Design mem_access_stage_flat, sky130hd; sources not shown.
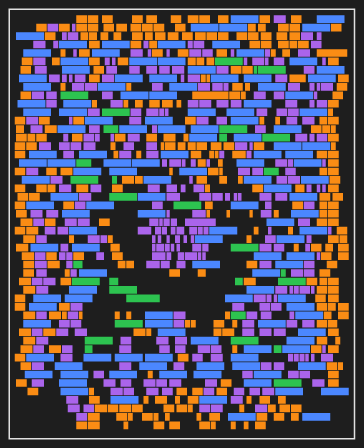
Fig. 1. Cell classes on the final placement (run 1).
blue -> flip-flops  # cells 139, share of their area 36%
purple -> all other logic  # cells 306, share of their area 28%
orange -> other buffers and delay cells  # cells 322, share of their area 30%
green -> clock drivers and dummy loads  # cells 31, share of their area 6.0%
Layout Utilization: 68.36%
num rows: 49
fraction of area in registers: 35.47%
core area: 0.01435 mm2

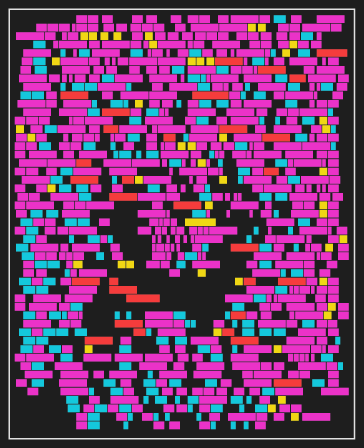
Fig. 2. Sizing map (run 1).
yellow -> drive 3 to 4  # cells 47, share 5.9%
cyan -> drive 2  # cells 186, share 23%
magenta -> drive 1 or less  # cells 534, share 67%
red -> drive 6 and up  # cells 31, share 3.9%
final setup margin: 0.1785 ns
final std cell area, no fill: 0.009807 mm2

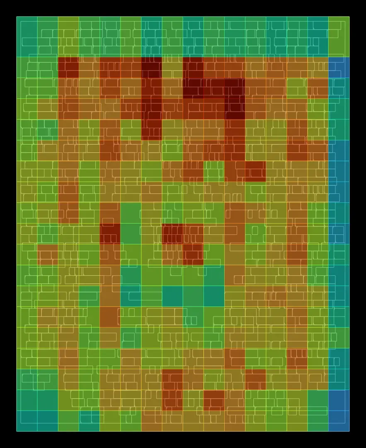
Fig. 3. Track usage over the die (run 1).
global-route usage over all layers: 24.76%
busiest grt layer: met2

==> impl_metrics.yaml, run 1 <==
# synthesis and place-and-route metrics
outcome:
  status: "finished clean"
clock_network:
  clk_root_buffer_cell: "sky130_fd_sc_hd__clkbuf_16"
  tritoncts: "built"
  clk_path_buf_depth: 2
  cts_inserted_buffers: 17
  clock_tree.htree_level_count: 4
  clkSinkCount: 139
logic_synthesis:
  synthesis.area_per_instance_um2: 12.75
  ys_chip_area_mm2: 0.006618
  yosys_warnings: 0
  mappedNetlistArea_mm2: 0.006618
  netlist_instances: 519
critical_path:
  critPathMaxFanout: 55
  crit_required_ns: 3.22
  path_cells: "buf_8 -> buf_16 -> nand2_1 -> o41ai_4 -> buf_2 -> dlygate4sd2_1"
  number_of_stages_on_the_worst_setup_path: 6
  crit_slowest_cell: "sky130_fd_sc_hd__dlygate4sd2_1"
die:
  fp-utilization_pct: 46.13
  io_pins: 247
power:
  leakagePower_nw: 4.291
  power.sequential.total_w: 0.00230
  sequentialPowerShare_pct: 32.6
  pwr-share-comb_pct: 47.7
  clock_power_share_pct: 19.8
routing:
  routed-via-count: 5400
  viasPerCell: 5.533
cells_and_area:
  area.combinational_mm2: 0.002654
  seq_area_mm2: 0.003478
  antenna_cells: 0
  count_of_filler_cells_inserted_in_the_layout: 1117
timing:
  worst_setup_skew_after_layout_ns: 0.007107
  tightest_slew_ns: 0.8456
grt:
  globalRouteOverflowTotal: 0
  grt_pass1_vias: 5654
  antenna_found_initial: 0
[run 1: worst min-delay path, cell delays in order (launching register included)]
cell	delay [ns]
sky130_fd_sc_hd__dfrtp_1	0.34
sky130_fd_sc_hd__nand2_1	0.05
sky130_fd_sc_hd__o21ai_0	0.06
[run 1: kinds of logic (layout without fill, tap and decap cells)]
| logic type | count (synthesis) | after routing | share of synthesized area [%] |
|---|---|---|---|
| AND/OR/NAND/NOR | 56 | 56 | 3.857 |
| multiplexers | 133 | 133 | 22.01 |
| AND-OR/OR-AND | 107 | 107 | 13.42 |
| flip-flops | 139 | 139 | 52.56 |
| buffers and inverters | 80 | 359 | 7.393 |
| adder cells (fa/ha/maj) | 4 | 4 | 0.7563 |
[run 1: what timing repair did]
item | CTS | global route
cloned | 1 | 0
pin swaps | 2 | 0
endpoints found under the setup margin | 64 | 57
resized | 271 | 18
setup buffers | 2 | 0
[run 1: cells in the mapped netlist (2+ instances only)]
| cell | instances | area (um2) |
|---|---|---|
| sky130_fd_sc_hd__mux2_1 | 3 | 33.78 |
| sky130_fd_sc_hd__and3_1 | 3 | 18.77 |
| sky130_fd_sc_hd__nand2_1 | 37 | 138.9 |
| sky130_fd_sc_hd__buf_4 | 37 | 277.8 |
| sky130_fd_sc_hd__ha_1 | 4 | 50.05 |
| sky130_fd_sc_hd__mux2i_1 | 33 | 330.3 |
| sky130_fd_sc_hd__nor2_1 | 3 | 11.26 |
| sky130_fd_sc_hd__a21oi_1 | 4 | 20.02 |
| sky130_fd_sc_hd__o21ai_0 | 33 | 165.2 |
| sky130_fd_sc_hd__dfrtp_1 | 139 | 3478 |
| sky130_fd_sc_hd__o2bb2ai_1 | 2 | 17.52 |
| sky130_fd_sc_hd__buf_1 | 6 | 22.52 |
| sky130_fd_sc_hd__inv_1 | 6 | 22.52 |
| sky130_fd_sc_hd__clkbuf_1 | 16 | 60.06 |
| sky130_fd_sc_hd__mux2_2 | 97 | 1092 |
| sky130_fd_sc_hd__a32o_1 | 62 | 620.6 |
| sky130_fd_sc_hd__buf_2 | 10 | 50.05 |
| sky130_fd_sc_hd__buf_6 | 5 | 56.30 |
| sky130_fd_sc_hd__nor2b_1 | 6 | 37.54 |
[run 1: per-stage QoR]
stage	power (W)	area [um2]	instances	hold WS [ns]	setup slack, ns
final	0.007053	9807	976	0.4771	0.1785
after global routing	0.007390	9807	976	0.5109	0.009959
after CTS	0.007100	9823	976	0.4829	-0.001412
after detailed placement	0.005740	9325	943	0.4706	-0.8231
after global placement	0.005614	9293	942	0.4621	-5.662
after floorplan	0.004568	6618	519	0.4566	0.6821
[run 1: layer usage]
metal / GRT usage, % / vias to the layer above / share of wire [%] / wire [um]
met4: 13.26 / 0 / 3.0 / 571
met1: 28.65 / 2682 / 39 / 7362
li1: - / 2443 / - / -
met5: 0 / - / 0 / 0
met3: 7.215 / 47 / 6.6 / 1239
met2: 41.79 / 228 / 51 / 9664
[run 1: final cells by class]
type                            count  area share, %
Multi-Input combinational cell    300          27.06
Tap cell                          178          2.271
Timing Repair Buffer              249          24.22
Clock inverter                      9         0.8931
Sequential cell                   139          35.47
Buffer                             73          4.925
Inverter                            6         0.2297
Clock buffer                       22          4.937
Fig. 4: run 1, placement density heat map
The die is cut into 11 by 14 equal tiles; black is low, pale yellow is high, 0 to 100% covered.
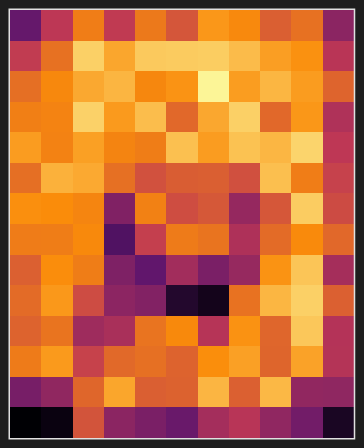

==> run 2, diff against run 1 <==
- CORE_UTILIZATION: 45 -> 35
- PLACE_DENSITY: 0.81 -> 0.66
- SETUP_SLACK_MARGIN: unset -> 0.4
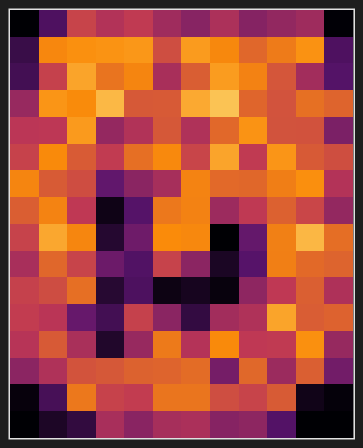
Fig. 5. Placement density heat map (run 2).
The die is cut into 12 by 16 equal tiles; black is low, pale yellow is high, 0 to 100% covered.
nearly empty tiles = 4.2%
mean over tiles = 50%
fullest tile = 87%
Layout Utilization: 54.46%
Core Density at Floorplan: 36.15%
core area: 0.01831 mm2

==> impl_metrics.yaml, run 2 <==
# synthesis and place-and-route metrics
outcome:
  status: "finished, violations left"
  violations_in_the_final_reports: "design-rule violations"
clock_network:
  clk_root_buffer_cell: "sky130_fd_sc_hd__clkbuf_16"
  clk_path_buf_depth: 2
  clock_tree.htree_level_count: 4
power:
  leakagePower_nw: 4.335
logic_synthesis:
  most_frequent_cell_after_synthesis: "sky130_fd_sc_hd__dfrtp_1"
  yosys_warnings: 0
  synthesis.area_per_instance_um2: 12.75
  netlist_instances: 519
  dominant_cell_type_by_area_after_synthesis: "sky130_fd_sc_hd__dfrtp_1"
  top_post_synthesis_cells_by_count: "sky130_fd_sc_hd__dfrtp_1 (139), sky130_fd_sc_hd__mux2_2 (97), sky130_fd_sc_hd__a32o_1 (62)"
  ys_chip_area_mm2: 0.006618
  mappedNetlistArea_mm2: 0.006618
  top_cells_by_area: "sky130_fd_sc_hd__dfrtp_1 (53%), sky130_fd_sc_hd__mux2_2 (17%), sky130_fd_sc_hd__a32o_1 (9.4%)"
  share_of_yosys_cell_area_claimed_by_the_top_area_cell_type_pct: 52.56
critical_path:
  critPathMaxFanout: 6
  crit_slowest_cell: "sky130_fd_sc_hd__clkdlybuf4s15_1"
  path_cells: "dlygate4sd2_1 -> nor3b_2 -> buf_4 -> nand3_1 -> a21boi_0 -> clkdlybuf4s15_1"
timing:
  worst_setup_skew_after_layout_ns: 0.01152
  postLayoutSetupSlackWorst_ns: 0.4849
die:
  core.rowCount: 55
routing:
  route.detailed.drc: 32
grt:
  grtUsageTotal_pct: 19.94
  globalRouteOverflowTotal: 0
placement:
  place_ws_ns: -0.6796
## run 2: repair_timing
action,4_1_cts,5_1_grt
hold endpoints to repair,0,0
hold buffers,0,0
resized,371,32
setup buffers,2,0
cloned,1,1
pin swaps,2,1
endpoints found under the setup margin,65,47
## run 2: metrics by stage
stage,hold WS (ns),instance area [um2]
2_1_floorplan,0.4566,6618
3_3_place_gp,0.4649,9355
3_5_place_dp,0.4691,9388
4_1_cts,0.4879,9862
5_1_grt,0.4983,9970
6_report,0.4776,9970
## run 2: layout make-up
class | count | area (um2) | share of cell area [%]
flip-flops and latches | 139 | 3478 | 34.89
multi-input cells | 300 | 2658 | 26.66
repair buffers | 250 | 2399 | 24.06
plain buffers | 74 | 498.0 | 4.995
clock buffers | 18 | 439.2 | 4.405
well taps | 228 | 285.3 | 2.861
clock inverters | 13 | 190.2 | 1.908
inverters | 6 | 22.52 | 0.2259
## run 2: kinds of logic after synthesis
family          synth area share [%]
flops                          52.56
mux                            22.01
compound gates                 13.42
buf+inv                        7.393
simple gates                   3.857
fa+ha+maj                     0.7563
## run 2: worst max-delay path: cells and delay by family
| family | cells | cell delay [ns] |
|---|---|---|
| buf+inv | 3 | 1.09 |
| simple gates | 2 | 0.33 |
| compound gates | 1 | 0.25 |
## run 2: per-layer routing
metal  track usage (%)  part of all wire (%)  up-vias
met4             7.433                   2.5        0
li1                  -                     -     2420
met1             24.10                    41     2618
met2             34.37                    50      179
met5                 0                     0        -
met3             4.904                   5.8       30
## run 2: where the power goes
group / switching, W / internal, W
combinational: 0.00207 / 0.00133
sequential: 0.000333 / 0.00195
clock: 0.000581 / 0.000988
total: 0.00299 / 0.00427
Power is estimated from default activity; no workload was simulated.
